### config.mk
export PLATFORM = sky130hd
export DESIGN_NAME = conv_frame_seq_flat
export DESIGN_NICKNAME = d
export VERILOG_FILES = /design/src/rtl/conv_frame_seq_if.sv /design/src/rtl/conv_frame_seq.sv /design/src/flat_wrapper.sv
export SDC_FILE = /design/constraint.sdc
export NUM_CORES = 1
export LEC_CHECK = 0
export CORE_MARGIN = 5
export CORE_UTILIZATION = 39
export DETAILED_ROUTE_END_ITERATION = 10
export DONT_BUFFER_PORTS = 1
export PLACE_DENSITY = 0.55
export SETUP_SLACK_MARGIN = 0.02
export SLEW_MARGIN = 20
export SYNTH_ARGS = -nofsm -noshare
export SYNTH_HDL_FRONTEND = slang
export SYNTH_SLANG_ARGS = --single-unit
### constraint.sdc
create_clock -name clk -period 3 [get_ports clk]
set_clock_uncertainty 0.05 [all_clocks]
set_input_delay 0.6 -clock clk [delete_from_list [all_inputs] [get_ports clk]]
set_output_delay 0.6 -clock clk [all_outputs]
set_load 0.005 [all_outputs]
### src/rtl/conv_frame_seq_if.sv
// Byte-stream, datapath-strobe and UART-pacing signals of the
// convolution frame sequencer, grouped for module ports.
interface conv_frame_seq_if;
  logic       rx_valid;
  logic [7:0] rx_data;
  logic       kern_we;
  logic [4:0] kern_addr;
  logic [7:0] kern_data;
  logic       pix_we;
  logic [7:0] pix_data;
  logic [1:0] pix_ch;
  logic       win_valid;
  logic       res_valid;
  logic [7:0] res_data;
  logic       tx_busy;
  logic       send_we;
  logic [7:0] tx_data;
  logic       overrun;
  logic       frame_done;
  logic [2:0] state;

  modport master (
    output rx_valid, rx_data, res_valid, res_data, tx_busy,
    input  kern_we, kern_addr, kern_data, pix_we, pix_data,
    input  pix_ch, win_valid, send_we, tx_data, overrun,
    input  frame_done, state
  );

  modport slave (
    input  rx_valid, rx_data, res_valid, res_data, tx_busy,
    output kern_we, kern_addr, kern_data, pix_we, pix_data,
    output pix_ch, win_valid, send_we, tx_data, overrun,
    output frame_done, state
  );
endinterface

### src/rtl/conv_frame_seq.sv
// Frame sequencer: parses sync/kernel/pixel bytes from the UART
// receiver and paces datapath results into the UART transmitter.
module conv_frame_seq #(
  parameter int IMG_W = 502,
  parameter int IMG_H = 502,
  parameter int CH    = 3,
  parameter int KSIZE = 3
) (
  input logic             clk,
  input logic             rst,
  conv_frame_seq_if.slave bus
);
  localparam int KBYTES = KSIZE * KSIZE * CH;
  localparam int NOUT   = (IMG_W - KSIZE + 1) * (IMG_H - KSIZE + 1) * CH;
  localparam int KW = $clog2(KBYTES + 1);
  localparam int CW = $clog2(CH + 1);
  localparam int XW = $clog2(IMG_W + 1);
  localparam int YW = $clog2(IMG_H + 1);

  localparam logic [KW-1:0] K_LAST   = KW'(KBYTES - 1);
  localparam logic [CW-1:0] CH_LAST  = CW'(CH - 1);
  localparam logic [XW-1:0] COL_LAST = XW'(IMG_W - 1);
  localparam logic [YW-1:0] ROW_LAST = YW'(IMG_H - 1);
  localparam logic [XW-1:0] COL_MIN  = XW'(KSIZE - 1);
  localparam logic [YW-1:0] ROW_MIN  = YW'(KSIZE - 1);
  localparam logic [19:0]   OUT_ALL  = 20'(NOUT);

  typedef enum logic [2:0] {
    S_IDLE   = 3'd0,
    S_KERNEL = 3'd1,
    S_PIXEL  = 3'd2,
    S_DRAIN  = 3'd3,
    S_DONE   = 3'd4
  } state_t;

  state_t        r_state;
  logic [KW-1:0] r_kcnt;
  logic [CW-1:0] r_ch;
  logic [XW-1:0] r_col;
  logic [YW-1:0] r_row;
  logic [19:0]   r_out_cnt;
  logic          r_kern_we;
  logic [4:0]    r_kern_addr;
  logic [7:0]    r_kern_data;
  logic          r_pix_we;
  logic [7:0]    r_pix_data;
  logic [1:0]    r_pix_ch;
  logic          r_win_valid;
  logic          r_frame_done;
  logic          r_send_we;
  logic [7:0]    r_tx_data;
  logic          r_pend;
  logic [7:0]    r_pbuf;
  logic          r_overrun;

  logic w_send;
  logic w_from_pend;
  logic w_direct;
  logic w_store;
  logic w_drop;
  logic w_px_last;

  // r_send_we blocks back-to-back sends: tx_busy lags send_we by a cycle
  assign w_send      = !bus.tx_busy && !r_send_we
                       && (r_pend || bus.res_valid);
  assign w_from_pend = w_send && r_pend;
  assign w_direct    = w_send && !r_pend;
  assign w_store     = bus.res_valid && !w_direct
                       && (!r_pend || w_from_pend);
  assign w_drop      = bus.res_valid && !w_direct
                       && r_pend && !w_from_pend;
  assign w_px_last   = (r_ch == CH_LAST) && (r_col == COL_LAST)
                       && (r_row == ROW_LAST);

  always_ff @(posedge clk) begin
    if (rst) begin
      r_state      <= S_IDLE;
      r_kcnt       <= '0;
      r_ch         <= '0;
      r_col        <= '0;
      r_row        <= '0;
      r_out_cnt    <= '0;
      r_kern_we    <= 1'b0;
      r_kern_addr  <= '0;
      r_kern_data  <= '0;
      r_pix_we     <= 1'b0;
      r_pix_data   <= '0;
      r_pix_ch     <= '0;
      r_win_valid  <= 1'b0;
      r_frame_done <= 1'b0;
    end else begin
      r_kern_we    <= 1'b0;
      r_pix_we     <= 1'b0;
      r_win_valid  <= 1'b0;
      r_frame_done <= 1'b0;
      if (w_send) r_out_cnt <= r_out_cnt + 20'd1;
      unique case (r_state)
        S_IDLE: begin
          if (bus.rx_valid) r_state <= S_KERNEL;
        end
        S_KERNEL: begin
          if (bus.rx_valid) begin
            r_kern_we   <= 1'b1;
            r_kern_addr <= 5'(r_kcnt);
            r_kern_data <= bus.rx_data;
            r_kcnt      <= r_kcnt + KW'(1);
            if (r_kcnt == K_LAST) begin
              r_kcnt  <= '0;
              r_state <= S_PIXEL;
            end
          end
        end
        S_PIXEL: begin
          if (bus.rx_valid) begin
            r_pix_we    <= 1'b1;
            r_pix_data  <= bus.rx_data;
            r_pix_ch    <= 2'(r_ch);
            r_win_valid <= (r_row >= ROW_MIN) && (r_col >= COL_MIN);
            if (r_ch == CH_LAST) begin
              r_ch <= '0;
              if (r_col == COL_LAST) begin
                r_col <= '0;
                r_row <= r_row + YW'(1);
              end else begin
                r_col <= r_col + XW'(1);
              end
            end else begin
              r_ch <= r_ch + CW'(1);
            end
            if (w_px_last) begin
              r_row   <= '0;
              r_state <= S_DRAIN;
            end
          end
        end
        S_DRAIN: begin
          if (r_out_cnt == OUT_ALL) r_state <= S_DONE;
        end
        S_DONE: begin
          r_frame_done <= 1'b1;
          r_state      <= S_IDLE;
          r_kcnt       <= '0;
          r_ch         <= '0;
          r_col        <= '0;
          r_row        <= '0;
          r_out_cnt    <= '0;
        end
        default: r_state <= S_IDLE;
      endcase
    end
  end

  // One-entry pending slot: pbuf drains first, res_data bypasses when empty
  always_ff @(posedge clk) begin
    if (rst) begin
      r_send_we <= 1'b0;
      r_tx_data <= '0;
      r_pend    <= 1'b0;
      r_pbuf    <= '0;
      r_overrun <= 1'b0;
    end else begin
      r_send_we <= w_send;
      if (w_send) r_tx_data <= r_pend ? r_pbuf : bus.res_data;
      if (w_store) begin
        r_pend <= 1'b1;
        r_pbuf <= bus.res_data;
      end else if (w_from_pend) begin
        r_pend <= 1'b0;
      end
      if (w_drop) r_overrun <= 1'b1;
    end
  end

  assign bus.kern_we    = r_kern_we;
  assign bus.kern_addr  = r_kern_addr;
  assign bus.kern_data  = r_kern_data;
  assign bus.pix_we     = r_pix_we;
  assign bus.pix_data   = r_pix_data;
  assign bus.pix_ch     = r_pix_ch;
  assign bus.win_valid  = r_win_valid;
  assign bus.send_we    = r_send_we;
  assign bus.tx_data    = r_tx_data;
  assign bus.overrun    = r_overrun;
  assign bus.frame_done = r_frame_done;
  assign bus.state      = r_state;
endmodule

### src/flat_wrapper.sv
// flat-port wrapper written by rule: the top's interface ports become plain ports
module conv_frame_seq_flat 
#(
  parameter int IMG_W = 502,
  parameter int IMG_H = 502,
  parameter int CH    = 3,
  parameter int KSIZE = 3
)
  (clk, rst, bus_rx_valid, bus_rx_data, bus_res_valid, bus_res_data, bus_tx_busy, bus_kern_we, bus_kern_addr, bus_kern_data, bus_pix_we, bus_pix_data, bus_pix_ch, bus_win_valid, bus_send_we, bus_tx_data, bus_overrun, bus_frame_done, bus_state);
  conv_frame_seq_if bus_i ();
  input logic clk;
  input logic rst;
  input wire logic [$bits(bus_i.rx_valid)-1:0] bus_rx_valid;
  input wire logic [$bits(bus_i.rx_data)-1:0] bus_rx_data;
  input wire logic [$bits(bus_i.res_valid)-1:0] bus_res_valid;
  input wire logic [$bits(bus_i.res_data)-1:0] bus_res_data;
  input wire logic [$bits(bus_i.tx_busy)-1:0] bus_tx_busy;
  output wire logic [$bits(bus_i.kern_we)-1:0] bus_kern_we;
  output wire logic [$bits(bus_i.kern_addr)-1:0] bus_kern_addr;
  output wire logic [$bits(bus_i.kern_data)-1:0] bus_kern_data;
  output wire logic [$bits(bus_i.pix_we)-1:0] bus_pix_we;
  output wire logic [$bits(bus_i.pix_data)-1:0] bus_pix_data;
  output wire logic [$bits(bus_i.pix_ch)-1:0] bus_pix_ch;
  output wire logic [$bits(bus_i.win_valid)-1:0] bus_win_valid;
  output wire logic [$bits(bus_i.send_we)-1:0] bus_send_we;
  output wire logic [$bits(bus_i.tx_data)-1:0] bus_tx_data;
  output wire logic [$bits(bus_i.overrun)-1:0] bus_overrun;
  output wire logic [$bits(bus_i.frame_done)-1:0] bus_frame_done;
  output wire logic [$bits(bus_i.state)-1:0] bus_state;
  assign bus_i.rx_valid = bus_rx_valid;
  assign bus_i.rx_data = bus_rx_data;
  assign bus_i.res_valid = bus_res_valid;
  assign bus_i.res_data = bus_res_data;
  assign bus_i.tx_busy = bus_tx_busy;
  assign bus_kern_we = bus_i.kern_we;
  assign bus_kern_addr = bus_i.kern_addr;
  assign bus_kern_data = bus_i.kern_data;
  assign bus_pix_we = bus_i.pix_we;
  assign bus_pix_data = bus_i.pix_data;
  assign bus_pix_ch = bus_i.pix_ch;
  assign bus_win_valid = bus_i.win_valid;
  assign bus_send_we = bus_i.send_we;
  assign bus_tx_data = bus_i.tx_data;
  assign bus_overrun = bus_i.overrun;
  assign bus_frame_done = bus_i.frame_done;
  assign bus_state = bus_i.state;
  conv_frame_seq #(.IMG_W(IMG_W), .IMG_H(IMG_H), .CH(CH), .KSIZE(KSIZE)) u_core (.clk(clk), .rst(rst), .bus(bus_i));
endmodule
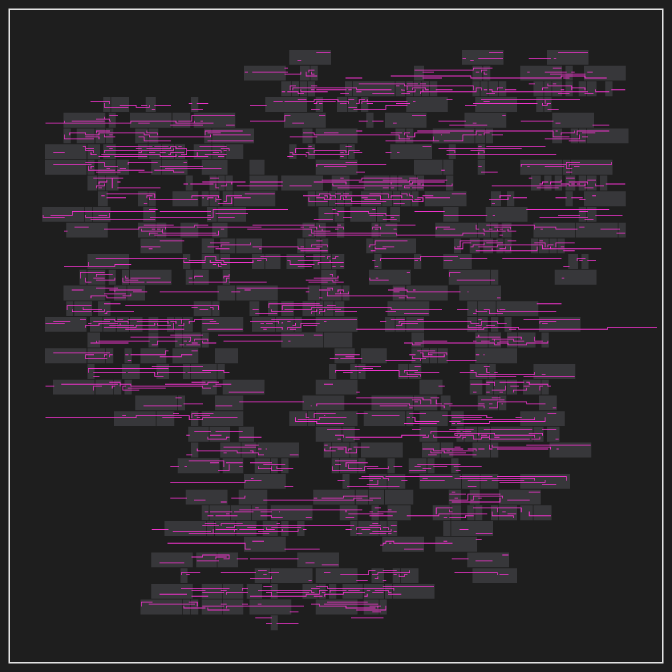
Figure 1: run 1, M1 wires.
Cells faint in the background.
- share of all routed wire: 46%
- nets with wire on the layer: 476
- main direction: horizontal
- longest straight run: 22.0 um
grt met1 use: 0.1795
Via Count: 3,143
DRT Wirelength: 8565 um

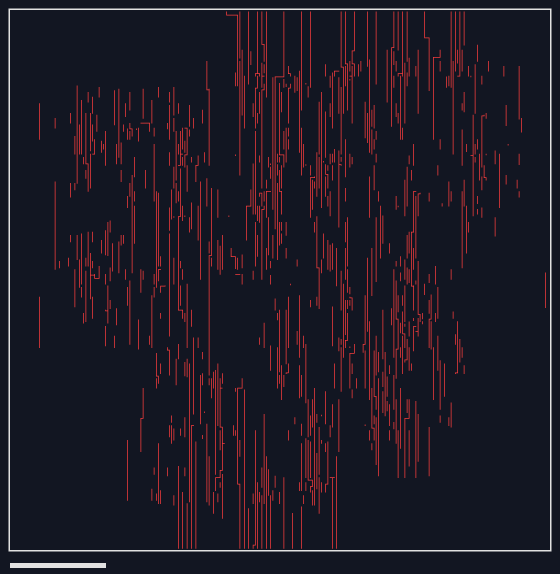
Figure 2: run 1, M2 wires.
The bar under the picture is 20 um long.
- wire length on this layer: 3,910 um
- share of all routed wire: 46%
- main direction: vertical
met2 Resource Use GR: 0.2066

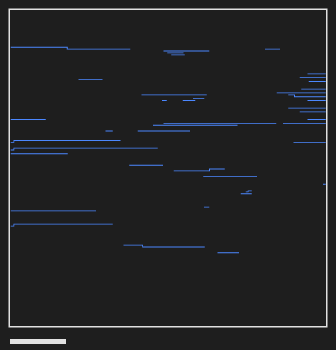
Figure 3: run 1, signal wires on met3.
The bar under the picture is 20 um long.
- nets with wire on the layer: 36
- longest straight run: 51.3 um
- main direction: horizontal
met3 usage: 0.04759

==> results.toml, run 1 <==
# synthesis and place-and-route metrics
[sta]
worst_pin_slew_ns = 0.8921
layout_setup_ws_ns = 0.7900
rsz0062_at_grt = "no"

[synth]
adder_share = 0.03271
syn_nets = 513
ys_sh_xor = 0.06572
ys_seq_frac = 0.4555
syn_area_per_cell_um2 = 8.571
top_cells_by_count = "94 x dfxtp_1, 75 x nor2_1, 67 x nand2_1"
ys_sh_mux = 0.04119
aoi_share = 0.09207
edf_count = 0

[global_route]
grt_usage = 0.1347
grt_pass1_vias = 2822
grt_max_degree = 54
top_usage_layer = "met2"
antenna_found_initial = 0
gr-total-overflow = 0

[worst_setup_path]
cp_slowest_cell = "dfxtp_1"
crit_fanout = 12
cpMostUsedCell = "nor2_1"
crit_family = "simple AND/OR/NAND/NOR gates"
path_depth = 5
max_stage_delay_ns = 0.70
worstReg2RegStart = "u_core.r_pend"
required_ns = 3.20
worstSetupPathType = "flip-flop to flip-flop"

[floorplan]
ios = 61
floorplan.core_util = 0.4002
die_area_um2 = 12750
tap_cells = 136
die_h_um = 112.9

[place]
dpl_cell_area_um2 = 4222
hpwl_um = 5863

[pwr]
comb-power_mw = 0.133
powerDensity_nw_per_um2 = 512.4
p_clk_frac = 0.356
combPwrFrac = 0.059
maxPowerGroup = "sequential cells"
p_leak_nw = 1.576
switchingPower_mw = 0.6006
power_frac_seq = 0.585

[final_layout]
nets = 504
num_antenna_cells = 0
nonClkBufAreaFrac = 0.01022
clock_cell_area_share = 0.04229
final_area_um2 = 4408
ff_count = 94
nClkBuffers = 9
seq_share = 0.4269
instances_no_fill = 614
syn_to_final_growth_pct = 6.693
buffers = 6
nFillCells = 994
regArea_um2 = 1882
largest_reg_flops = 20

[detailed_routing]
initialDrtViolationCount = 192
dr.pass1.iters = 4
drc_errors = 0
route.met3.wl_um = 612

[clocking]
cts_buffer_depth = 2
postCtsResizedCells = 0

[run]
tool_warnings = 32

[run_status]
status = "complete, no violations"
Figure 4. Wiring heat map (run 1).
The bar under the picture is 20 um long. The die is cut into 23 by 23 equal tiles; dark purple is low, yellow is high, scaled to the fullest tile. Values are wire area over tile area, all layers added.
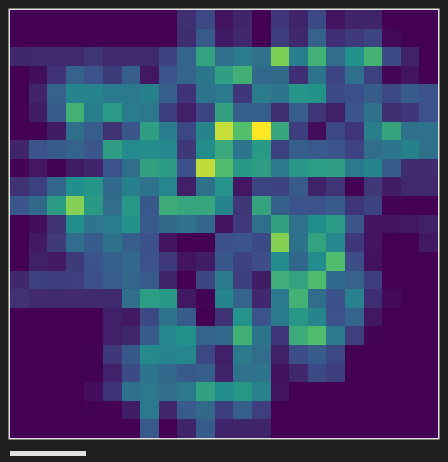

==> run 1 -> run 2 <==
--- a/config.mk
+++ b/config.mk
@@ -9,7 +9,7 @@
 export CORE_UTILIZATION = 39
 export DETAILED_ROUTE_END_ITERATION = 10
 export DONT_BUFFER_PORTS = 1
-export PLACE_DENSITY = 0.55
+export PLACE_DENSITY = 0.57
 export SETUP_SLACK_MARGIN = 0.02
 export SLEW_MARGIN = 20
 export SYNTH_ARGS = -nofsm -noshare
==> constraint.sdc (replaced) <==
create_clock -name clk -period 2 [get_ports clk]
set_clock_uncertainty 0.05 [all_clocks]
set_input_delay 0.4 -clock clk [delete_from_list [all_inputs] [get_ports clk]]
set_output_delay 0.4 -clock clk [all_outputs]
set_load 0.005 [all_outputs]
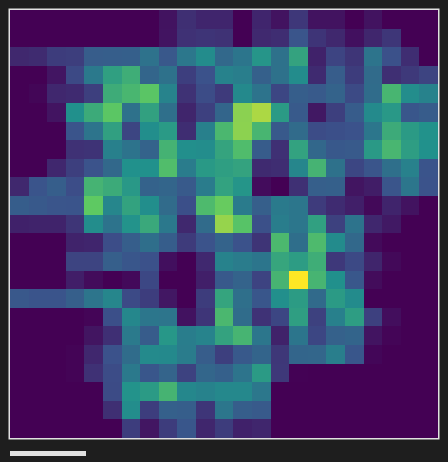
Figure 5: run 2, wiring heat map.
The bar under the picture is 20 um long. The die is cut into 23 by 23 equal tiles; dark purple is low, yellow is high, scaled to the fullest tile. Values are wire area over tile area, all layers added.
- nearly empty tiles: 28%
- emptiest ninth of the die: south-east
- densest ninth of the die: center
Total GRT Usage: 0.1426
Via Count: 3,237
WL/cell: 14.33 um
DRT Wirelength: 8997 um

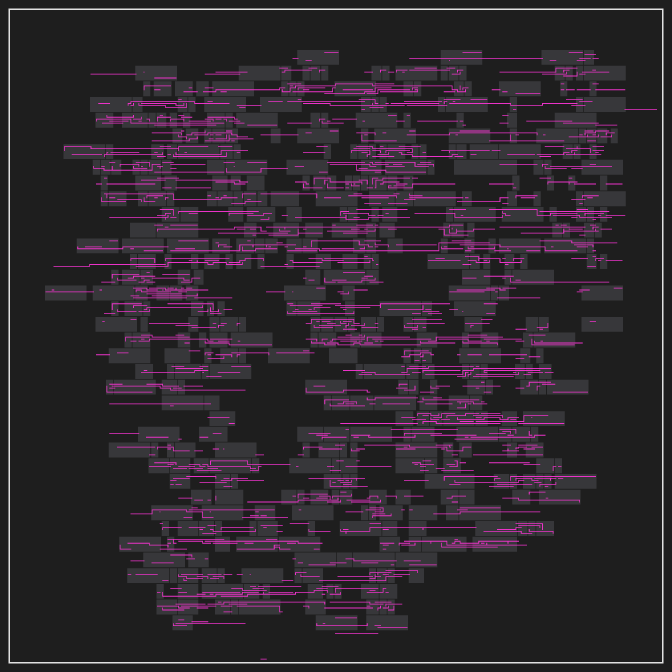
Figure 6: run 2, M1 wires.
Cells faint in the background.
- share of all routed wire: 45%
- wire length on this layer: 4,030 um
grt met1 use: 0.1776

==> results.toml, run 2 <==
# synthesis and place-and-route metrics
[run_status]
status = "complete, no violations"

[worst_setup_path]
crit_fanout = 9
worst-path-buf-inv = 0
path_depth = 5
cp_slowest_cell = "or4_4"
crit_family = "simple AND/OR/NAND/NOR gates"
max_stage_delay_ns = 0.63
worstReg2RegStart = "u_core.bus.send_we"
crit_path_cell_trace = "or2_4 > or4_4 > nor4_4 > xnor2_1 > nor2_2"
worstSetupPathType = "flip-flop to flip-flop"
required_ns = 2.19

[sta]
period_used_share = 0.9560
rsz0062_at_grt = "no"
worst_pin_slew_ns = 0.4656
layout_setup_ws_ns = 0.08797
fin_crit_ns = 1.912

[synth]
ys_sh_mux = 0.04119
ys_top_logic_family = "simple AND/OR/NAND/NOR gates"
edf_count = 0
ys_sh_xor = 0.06572
top_cells_by_count = "94 x dfxtp_1, 75 x nor2_1, 67 x nand2_1"
syn_area_um2 = 4131
syn_area_per_cell_um2 = 8.571
aoi_share = 0.09207
syn_nets = 513
adder_share = 0.03271
ys_seq_frac = 0.4555

[final_layout]
largest_reg_flops = 20
syn_to_final_growth_pct = 9.903
instances_no_fill = 628
num_antenna_cells = 0
buffers = 20
drive_gt1_frac = 0.09756
nFillCells = 1026
seq_share = 0.4144
clock_cell_area_share = 0.04464
nClkBuffers = 9
regArea_um2 = 1882
ff_count = 94
nonClkBufAreaFrac = 0.03307
nets = 518
num-multi-input-gates = 348
final_area_um2 = 4541

[global_route]
gr-total-overflow = 0
antenna_found_initial = 0
grt_max_degree = 54
top_usage_layer = "met2"
grt_pass1_vias = 3066
grtUsageMet2 = 0.2255
grt_util_met3 = 0.05936

[detailed_routing]
dr.pass1.iters = 4
initialDrtViolationCount = 116
route.met3.wl_um = 616
drc_errors = 0

[pwr]
combPwrFrac = 0.067
comb-power_mw = 0.235
p_sw_frac = 0.2511
p_leak_nw = 1.660
switchingPower_mw = 0.8767
p_clk_frac = 0.371
maxPowerGroup = "sequential cells"
power_frac_seq = 0.562
powerDensity_nw_per_um2 = 769.0

[floorplan]
ios = 61
die_h_um = 112.9
die_area_um2 = 12750
floorplan.core_util = 0.4002
tap_cells = 136

[clocking]
postCtsResizedCells = 0
htree_levels = 3
cts_tree = "built"
cts_buffer_depth = 2
hold_buffers = 0

[run]
cap_violations = 0
tool_warnings = 32

[place]
hpwl_um = 6193
dpl_cell_area_um2 = 4327

[worst_hold_path]
holdPathEnd = "u_core.bus.kern_addr[3]"
